File: src/rtl/lcd_pkg.sv
// Shared definitions for the character-LCD receiver and the CPU-side driver:
// command codes, controller states and the blank character.
package lcd_pkg;

  typedef enum logic [1:0] {
    ST_IDLE = 2'd0,
    ST_BUSY = 2'd1,
    ST_FILL = 2'd2
  } lcd_state_e;

  localparam logic [7:0] CMD_CLEAR   = 8'h01;
  localparam logic [7:0] CMD_HOME    = 8'h02;
  localparam logic [7:0] CMD_ENTRY   = 8'h04;
  localparam logic [7:0] CMD_DISPLAY = 8'h08;
  localparam logic [7:0] CMD_SHIFT   = 8'h10;
  localparam logic [7:0] CMD_FUNC    = 8'h20;
  localparam logic [7:0] CMD_CGRAM   = 8'h40;
  localparam logic [7:0] CMD_DDRAM   = 8'h80;

  localparam logic [7:0] SPACE_CHAR  = 8'h20;
  localparam int         DDRAM_DEPTH = 32;
  localparam int         CNT_W       = 8;

  // Commands are classified by their most significant set bit; returns that bit one-hot.
  function automatic logic [7:0] cmd_msb(input logic [7:0] d);
    logic [7:0] r;
    r = '0;
    for (int i = 0; i < 8; i++) begin
      if (d[i]) r = 8'(1) << i;
    end
    return r;
  endfunction

  function automatic logic [4:0] step_addr(input logic [4:0] a, input logic up);
    return up ? a + 5'd1 : a - 5'd1;
  endfunction

endpackage

File: src/rtl/lcd_receiver.sv
// HD44780-style LCD controller model: latches CPU strobes, decodes commands,
// holds a 32-byte DDRAM and reports busy/overrun to the host.
module lcd_receiver
  import lcd_pkg::*;
#(
  parameter int BUSY_CYCLES  = 40,
  parameter int CLEAR_CYCLES = 160
) (
  input  logic       clk,
  input  logic       rst,
  input  logic [7:0] lcd_data,
  input  logic [1:0] lcd_ctrl,
  input  logic       lcd_enable,
  input  logic [4:0] rd_addr,
  output logic [7:0] rd_char,
  output logic [4:0] cursor,
  output logic       display_on,
  output logic       cursor_on,
  output logic       blink_on,
  output logic       increment,
  output logic       two_line,
  output logic       busy,
  output logic       overrun
);

  lcd_state_e       state_q, state_d;
  logic [CNT_W-1:0] cnt_q, cnt_d;
  logic [4:0]       fill_addr_q, fill_addr_d;
  logic [4:0]       cursor_q, cursor_d;
  logic             increment_q, increment_d;
  logic             display_on_q, display_on_d;
  logic             cursor_on_q, cursor_on_d;
  logic             blink_on_q, blink_on_d;
  logic             two_line_q, two_line_d;
  logic             overrun_q, overrun_d;
  logic             en_q;
  logic [7:0]       data_q;
  logic [1:0]       ctrl_q;
  logic [7:0]       ddram_q [DDRAM_DEPTH];

  logic             fall;
  logic             we;
  logic [4:0]       waddr;
  logic [7:0]       wdata;

  assign fall = en_q & ~lcd_enable;

  always_comb begin
    state_d      = state_q;
    cnt_d        = cnt_q;
    fill_addr_d  = fill_addr_q;
    cursor_d     = cursor_q;
    increment_d  = increment_q;
    display_on_d = display_on_q;
    cursor_on_d  = cursor_on_q;
    blink_on_d   = blink_on_q;
    two_line_d   = two_line_q;
    overrun_d    = overrun_q;
    we           = 1'b0;
    waddr        = cursor_q;
    wdata        = data_q;

    case (state_q)
      ST_IDLE: begin
        if (fall && !ctrl_q[1]) begin
          if (ctrl_q[0]) begin
            we       = 1'b1;
            cursor_d = step_addr(cursor_q, increment_q);
            state_d  = ST_BUSY;
            cnt_d    = CNT_W'(BUSY_CYCLES);
          end else begin
            // Everything but no-op, clear and home shares the short busy period.
            state_d = ST_BUSY;
            cnt_d   = CNT_W'(BUSY_CYCLES);
            case (cmd_msb(data_q))
              CMD_CLEAR: begin
                state_d     = ST_FILL;
                fill_addr_d = '0;
                cnt_d       = CNT_W'(CLEAR_CYCLES);
              end
              CMD_HOME: begin
                cursor_d = '0;
                cnt_d    = CNT_W'(CLEAR_CYCLES);
              end
              CMD_ENTRY:   increment_d = data_q[1];
              CMD_DISPLAY: begin
                display_on_d = data_q[2];
                cursor_on_d  = data_q[1];
                blink_on_d   = data_q[0];
              end
              CMD_SHIFT: begin
                if (!data_q[3]) cursor_d = step_addr(cursor_q, data_q[2]);
              end
              CMD_FUNC:  two_line_d = data_q[3];
              CMD_CGRAM: ;
              CMD_DDRAM: cursor_d = {data_q[6], data_q[3:0]};
              default:   state_d = ST_IDLE;
            endcase
          end
        end
      end
      ST_BUSY: begin
        if (fall) overrun_d = 1'b1;
        if (cnt_q == CNT_W'(1)) state_d = ST_IDLE;
        else                    cnt_d   = cnt_q - CNT_W'(1);
      end
      ST_FILL: begin
        if (fall) overrun_d = 1'b1;
        we          = 1'b1;
        waddr       = fill_addr_q;
        wdata       = SPACE_CHAR;
        fill_addr_d = fill_addr_q + 5'd1;
        cnt_d       = cnt_q - CNT_W'(1);
        // A reset-initiated fill is loaded with exactly 32 counts, so it lands in IDLE.
        if (fill_addr_q == 5'(DDRAM_DEPTH - 1)) begin
          cursor_d    = '0;
          increment_d = 1'b1;
          state_d     = (cnt_q == CNT_W'(1)) ? ST_IDLE : ST_BUSY;
        end
      end
      default: state_d = ST_IDLE;
    endcase
  end

  always_ff @(posedge clk) begin
    if (rst) begin
      state_q      <= ST_FILL;
      cnt_q        <= CNT_W'(DDRAM_DEPTH);
      fill_addr_q  <= '0;
      cursor_q     <= '0;
      increment_q  <= 1'b1;
      display_on_q <= 1'b0;
      cursor_on_q  <= 1'b0;
      blink_on_q   <= 1'b0;
      two_line_q   <= 1'b0;
      overrun_q    <= 1'b0;
      en_q         <= 1'b0;
    end else begin
      state_q      <= state_d;
      cnt_q        <= cnt_d;
      fill_addr_q  <= fill_addr_d;
      cursor_q     <= cursor_d;
      increment_q  <= increment_d;
      display_on_q <= display_on_d;
      cursor_on_q  <= cursor_on_d;
      blink_on_q   <= blink_on_d;
      two_line_q   <= two_line_d;
      overrun_q    <= overrun_d;
      en_q         <= lcd_enable;
    end
  end

  always_ff @(posedge clk) begin
    if (lcd_enable) begin
      data_q <= lcd_data;
      ctrl_q <= lcd_ctrl;
    end
    if (we && !rst) ddram_q[waddr] <= wdata;
  end

  assign rd_char    = ddram_q[rd_addr];
  assign cursor     = cursor_q;
  assign display_on = display_on_q;
  assign cursor_on  = cursor_on_q;
  assign blink_on   = blink_on_q;
  assign increment  = increment_q;
  assign two_line   = two_line_q;
  assign busy       = (state_q != ST_IDLE);
  assign overrun    = overrun_q;

endmodule
File: config.mk
export PLATFORM = sky130hd
export DESIGN_NAME = lcd_receiver
export DESIGN_NICKNAME = d
export VERILOG_FILES = /design/src/rtl/lcd_pkg.sv /design/src/rtl/lcd_receiver.sv
export SDC_FILE = /design/constraint.sdc
export NUM_CORES = 1
export LEC_CHECK = 0
export CAP_MARGIN = 20
export CORE_UTILIZATION = 50
export CTS_CLUSTER_DIAMETER = 40
export DETAILED_ROUTE_END_ITERATION = 8
export PLACE_DENSITY = 0.69
export SLEW_MARGIN = 20
export SYNTH_ARGS = -nofsm -noshare
export SYNTH_HDL_FRONTEND = slang
export SYNTH_SLANG_ARGS = --single-unit
File: constraint.sdc
create_clock -name clk -period 6.2 [get_ports clk]
set_clock_uncertainty 0.05 [all_clocks]
set_input_delay 0.62 -clock clk [delete_from_list [all_inputs] [get_ports clk]]
set_output_delay 0.62 -clock clk [all_outputs]
set_load 0.02 [all_outputs]
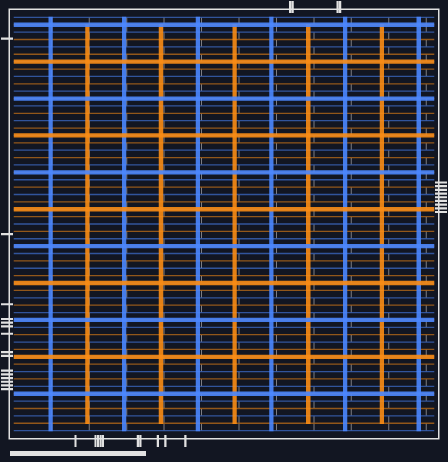
(run_1/power_grid.png)
Scale bar: 50 um. Pins as bars on the die edge. Tap cells in grey.
| colour | net |
|---|---|
| blue | VSS |
| orange | VDD |
rows: 56
met4 straps: 11
tap cells: 319
met1 rails: 57

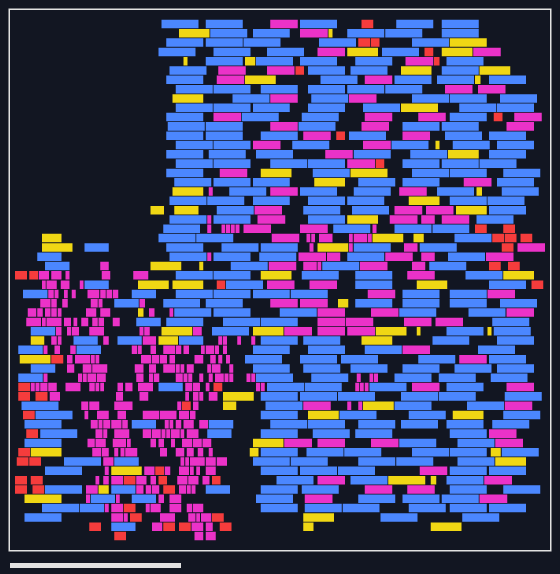
(run_1/placement_by_type.png)
Scale bar: 50 um.
| colour | class | cells | share of their area |
|---|---|---|---|
| magenta | combinational and other logic | 349 | 25% |
| yellow | clock drivers and dummy loads | 66 | 9.4% |
| red | other buffers and delay cells | 49 | 3.3% |
| blue | flops | 293 | 62% |

==> results.txt, run 1 <==
The synthesis and place-and-route flow finished, so here is a summary.

The all-layer global routing usage is between 20% and 30%. The number of buffer cells added on primary ports came out at 37. The final cell count without fillers is between 1k and 1.5k. The maximum number of pins on one net before global-route repair is 39. The fraction of layout instances using a drive strength above 1 is 23.38%.

STA reports a reg2reg setup slack of around 2600 ps. For this configuration, the core starts out at a cell density of just over 50%. Per the timing report, the biggest fanout along the worst path comes to 38. The hold slack is 433.9 ps. The number of setup violations in the final report is 0. Signal routing reaches up to met4. The reported leakage power is ~4.7 nW.

The clock-pin slew on the worst setup and hold paths is ~50 ps. The count of boundary I/O pins came out at 38. After layout, the worst setup slack is between 1500 and 2000 ps.

The data arrival time at the worst-slack endpoint is between 3000 and 4000 ps. The later-pin clock latency in the skew report is between 500 and 600 ps. The flow ran to the end, and the final reports show no timing, DRC or antenna violations. The number of cells upsized or downsized after cts came out at 0.

STA lists the endpoint of the worst register-to-register path as ddram_q[1][2]. The total setup buffers inserted after CTS is 0. The initial DRC count came out at ~670. The number of placed cells counting well taps is 1010. The placeable core region is about 24000 um^2. The post-place setup slack is about 1900 ps. The required time at the worst endpoint is listed as between 5000 and 6000 ps. The startpoint of the lowest-slack register-to-register path is state_q[0]. For the final routed database, the setup TNS stands at 0 ps.

The cell depth of the worst flop-to-flop path is 8. The count of distinct cell types in the synthesized netlist came out at between 50 and 60. The flow reported a cell area power density of between 300 and 400 nW/um^2. According to the timing report, the critical path is launched from rd_addr[0]. The final report gives the standard cell area, fillers excluded, as roughly 14000 um^2. Detailed placement reports a standard cell area of 12840 um^2.

The final-report max-slew violation count came out at 0. The flow reports an fmax of roughly 0.24 GHz. The worst hold path terminates at overrun.

The placed wire-length estimate is around 17 mm. The number of max-capacitance violations reported is 0. After detailed routing, the average wire length per cell comes to ~25 um. For reference, the top logic cell family by area is multiplexers. Looking at the max-slew report, the worst-margin pin has a slew of 1194 ps. In the finished design, the share of the clock period the worst path needs comes to about two thirds. The power consumed by combinational cells is 0.258 mW. The worst path in the final design needs a cycle of 4222 ps, including I/O delays and setup.

Synthesis produced a netlist with a net count of 705. The buffer depth of the longest clock path is 3. The worst setup path is of the in -> out kind. The switching portion of total power comes to roughly 22%. Per the hold report, the tightest min-delay path originates at overrun. The area fraction in and, or, nand and nor cells after synthesis is 6.426%. The clock network accounts for about 47% of the total power.
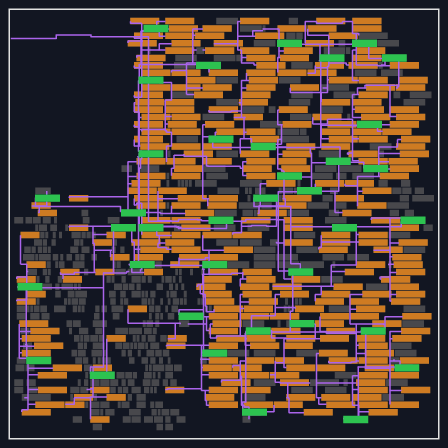
(run_1/clk_routes.png)
[purple] clock wires | length: 3290 um
[green] clock drivers | count: 37
[orange] flip-flops | count: 293
flops lie: spread over the die

==> run 1: state kept, by name, summed over array words and instances (netlist names), 2 cells and up <==
signal and cells:
cursor 5, cnt_q 8, ctrl_q 2, fill_addr_q 5, ddram_q 256, state_q 2, data_q 8
==> run 1: metal layers <==
metal  vias to the layer above  track usage [%]
met5                         -                0
met4                         0            8.044
met3                        50            5.667
met2                       274            35.37
met1                      3387            29.48
li1                       2850                -
==> run 1: final cells by class <==
cell class	count	area [um^2]	share of cell area, %
inverter	19	71.32	0.5046
sequential	293	8528	60.33
tap	319	399.1	2.824
clock buffer	38	950.9	6.727
timing repair buffer	49	452.9	3.204
multi-input combinational	330	3393	24.01
clock inverter	28	339.1	2.399
==> run 1: critical path: stages <==
cell and delay [ps]:
buf_4 560, buf_4 440, mux4_2 550, mux4_2 500
mux2_2 320, clkdlybuf4s50_1 550
==> run 1: cells in the mapped netlist (4+ instances only) <==
cell type / count / area share (%)
edfxtp_1: 266 / 66
mux4_2: 80 / 15
nor2_1: 54 / 1.7
nand2_1: 32 / 0.99
dfxtp_1: 27 / 4.5
a21oi_1: 19 / 0.78
inv_1: 19 / 0.59
clkbuf_1: 18 / 0.56
nor2b_1: 11 / 0.57
ha_1: 10 / 1.0
mux2_2: 9 / 0.84
nor3_1: 9 / 0.37
o21ai_0: 8 / 0.33
buf_1: 7 / 0.22
mux2i_1: 7 / 0.58
nand3_1: 7 / 0.29
a31oi_1: 6 / 0.31
buf_4: 6 / 0.37
nand4_1: 6 / 0.31
o31ai_1: 6 / 0.37
nand3b_1: 5 / 0.31
nor3b_1: 4 / 0.25
xnor2_1: 4 / 0.29
==> run_1/placement.png <==
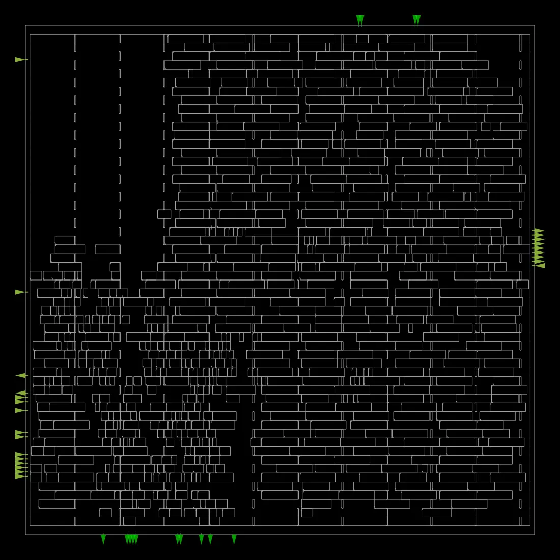

==> run 1 -> run 2 <==
--- a/config.mk
+++ b/config.mk
@@ -9,7 +9,7 @@
 export CORE_UTILIZATION = 50
 export CTS_CLUSTER_DIAMETER = 40
 export DETAILED_ROUTE_END_ITERATION = 8
-export PLACE_DENSITY = 0.69
+export PLACE_DENSITY = 0.72
 export SLEW_MARGIN = 20
 export SYNTH_ARGS = -nofsm -noshare
 export SYNTH_HDL_FRONTEND = slang
==> constraint.sdc (replaced) <==
create_clock -name clk -period 3.8 [get_ports clk]
set_clock_uncertainty 0.05 [all_clocks]
set_input_delay 0.38 -clock clk [delete_from_list [all_inputs] [get_ports clk]]
set_output_delay 0.38 -clock clk [all_outputs]
set_load 0.02 [all_outputs]
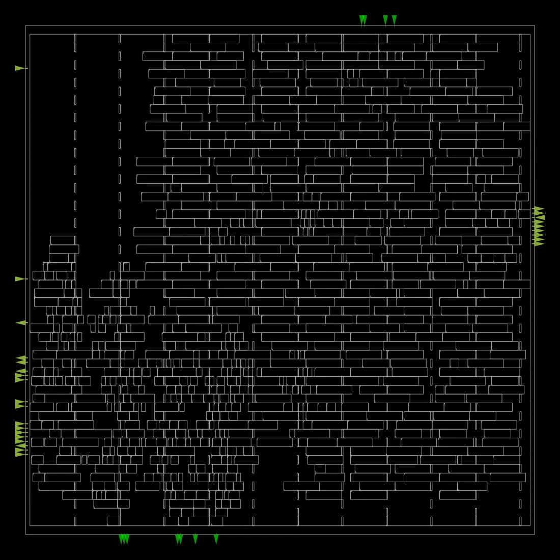
(run_2/placement.png)
sequential fraction of total cell area: 58.90%
final std cells w/o fill: 1119
Core Rows: 56
Final Util: 61.32%

==> results.txt, run 2 <==
The synthesis and place-and-route flow finished, so here is a summary.

The run finished with clean final reports. The number of buffer cells added on primary ports was 37 (unchanged). edfxtp_1 takes more of the synthesized area than any other cell. The total setup buffers inserted after CTS came to 0 (unchanged). The buffer and inverter count on the worst path came out at 3 (unchanged).

The fraction of layout instances using a drive strength above 1 is 27.28% (+3.9 points). The summed standard-cell area reported by yosys is ~12000 um^2. The flip-flop count of the largest register after layout came out at 256 (unchanged). The family of cells with the greatest summed delay on the critical path is buffers and inverters. The register with the most flip-flops in the final layout is ddram_q. The combinational gate area came out at 3383 um^2 (-0.29%). The maximum number of pins on one net before global-route repair came out at 33 (-15%).

Listed in order, past its start point the critical path passes buf_2 > buf_4 > mux4_2 > mux4_2 > mux2_2 > clkdlybuf4s50_1. The cell sitting at the root of the clock tree is a clkbuf_16. Yosys reports that the most numerous cell types are edfxtp_1 (266), mux4_2 (80), nor2_1 (54). The number of cells upsized or downsized after cts came out at 0 (unchanged). The placed wire-length estimate is 16.96 mm (+0.97%). The buffer depth of the longest clock path came out at 3 (unchanged). The share of Yosys cell area claimed by the top area cell type is 65.85% (unchanged). The share of the Yosys chip area taken by registers is a little over two thirds.

The later-pin clock latency in the skew report came out at 510 ps (about the same). The floorplan step set the die width to approximately 160 um. The all-layer global routing usage is 22.59% (+0.43 points).

The detailed-route via count came out at 6643. The worst setup path is of the in -> out kind. The count of boundary I/O pins is 38 (unchanged). The synthesized netlist cell count came out at around 680.

Endpoints failing hold in the final report were tallied at 0. The synthesis-to-finish area growth is 19.37%. The global-route congestion overflow total is 0.

The total of warnings raised by yosys is 0. Per the TritonCTS log, the buffer count is 40. The number of setup violations in the final report came out at 0 (unchanged). The final-report max-slew violation count came out at 0 (unchanged). The clock-pin slew on the worst setup and hold paths came to 50 ps (about the same). The worst stage delay on the critical path is 540 ps (-20 ps). The combined area of all synthesized cells is 12130 um^2. The net count of the mapped netlist came to 705 (unchanged). The largest fanout on the critical path is 17 (-55%).

The setup TNS after final layout was 0 ps (unchanged). Among all flip-flop cells after synthesis, the most frequent one is edfxtp_1. The number of placed cells counting well taps is 1046 (+3.6%). The data required time at the worst endpoint is 3370 ps (-2160 ps).

The number of max-capacitance violations reported came to 0 (unchanged). The placeable core region was 23610 um^2 (unchanged). The via count normalized by instance count came out at slightly below 6. The detailed-route wire length per cell is 23.95 um (-2.4%). The count of H-tree levels built during CTS is 2. The worst max-slew margin expressed relative to the limit came out at approximately two fifths. The first global-routing pass estimated about 41 mm of wire. The synthesized design contains ~270 enable-type register cells.

The summed area of non-filler cells in the final layout is 14480 um^2 (+2.4%). After layout, the worst path uses ~86% of the clock period. Sorting the synthesized cells by area gives the leading types as edfxtp_1 (66%), mux4_2 (15%), dfxtp_1 (4.5%).

The area taken by flip-flops and latches was 8528 um^2 (unchanged). edfxtp_1 is the most common cell in the netlist. The number of sinks on the clock net is between 200 and 300.

The upper clock frequency limit is between 0.3 and 0.4 GHz. The areal power density over the cells is 529.5 nW/um^2 (+60%). The area after detailed placement came to 13160 um^2 (+2.4%). The post-place setup slack is 503.3 ps (-1396 ps). The largest registers in the layout are ddram_q x256, cnt_q x8, data_q x8.

The count of TritonRoute iterations in the first routing pass came out at 5. The initial DRC count is 690 (+3.0%). The data arrival time at the worst-slack endpoint was 2850 ps (-700 ps).

The number of filler instances in the final layout came out at about 1.6k. The hold slack is 373.3 ps (-60.59 ps). The reported leakage power came out at 4.879 nW (+4.2%). The final worst-path setup slack is 522.5 ps (-1456 ps). The number of antenna violations at the first check in global routing came out at 1.

Among the stages of the critical path, the cell type that occurs most often is mux4_2. The switching fraction of total power was 22.21% (about the same). The count of distinct cell types in the synthesized netlist came out at 59 (unchanged). The final critical-path required period came out at approximately 3300 ps. The actual transition at the worst max-transition pin is 865.8 ps (-328.1 ps). The clock power share is 47.4% (+0.2 points).

The floorplan core density came out at 51.37% (unchanged). The final net count came out at 797. The timing report shows that the slowest cell on the worst path is clkdlybuf4s50_1.

Per the cell usage report, the commonest logic cells after layout are edfxtp_1 (266), mux4_2 (80), nor2_1 (53).
run 2: cell counts after synthesis:
No cell type changed its count.
run 2: cell type report:
| cell class | instances | share of cell area, % |
|---|---|---|
| sequential | 293 | 58.90 |
| multi-input combinational | 330 | 23.36 |
| clock buffer | 45 | 7.258 |
| timing repair buffer | 85 | 5.340 |
| tap | 319 | 2.756 |
| clock inverter | 27 | 1.875 |
| inverter | 19 | 0.4925 |
| antenna | 1 | 0.01728 |
run 2: kinds of logic after synthesis:
kind of cell / share of synthesized area, %
flops: 70.30
buf+inv: 1.949
mux: 16.27
fa+ha+maj: 1.031
xor+xnor: 0.4332
simple gates: 6.426
compound gates: 3.590
run 2: worst reg2reg max path: stages, from the launching register on:
cell and delay, ps:
dfxtp_1 380, inv_1 90, ha_1 210, buf_4 210, mux2i_1 160, nor3_1 380, nand2_1 190, nor2_1 670
run 2: power groups by stage:
stage | combinational (mW) | sequential, mW | clock, mW
6_report | 0.437 | 3.60 | 3.63
5_1_grt | 0.474 | 3.60 | 3.81
4_1_cts | 0.440 | 3.60 | 3.69
3_5_place_dp | 0.437 | 3.66 | 0
3_3_place_gp | 0.421 | 3.66 | 0
2_1_floorplan | 0.285 | 3.65 | 0
run 2: path summary, 6_finish.rpt:
check / from / endpoint / slack, ps / cells after the start
hold / removal: lcd_ctrl[1] / ctrl_q[1] / 370 / 1
setup / recovery: rd_addr[1] / rd_char[1] / 520 / 6
hold reg to reg: cnt_q[7] / cnt_q[7] / 440 / 2
setup reg to reg: state_q[0] / ddram_q[22][2] / 1080 / 7
run 2: metal layers:
layer  GRT usage (%)  part of all wire (%)  up-vias
met5               0                     0        -
met4           6.056                   1.7        0
met3           4.380                   7.9       40
met2           36.58                    50      280
met1           31.46                    41     3399
li1                -                     -     2924
No activity file was given, so power comes from the tool's default toggle rates.
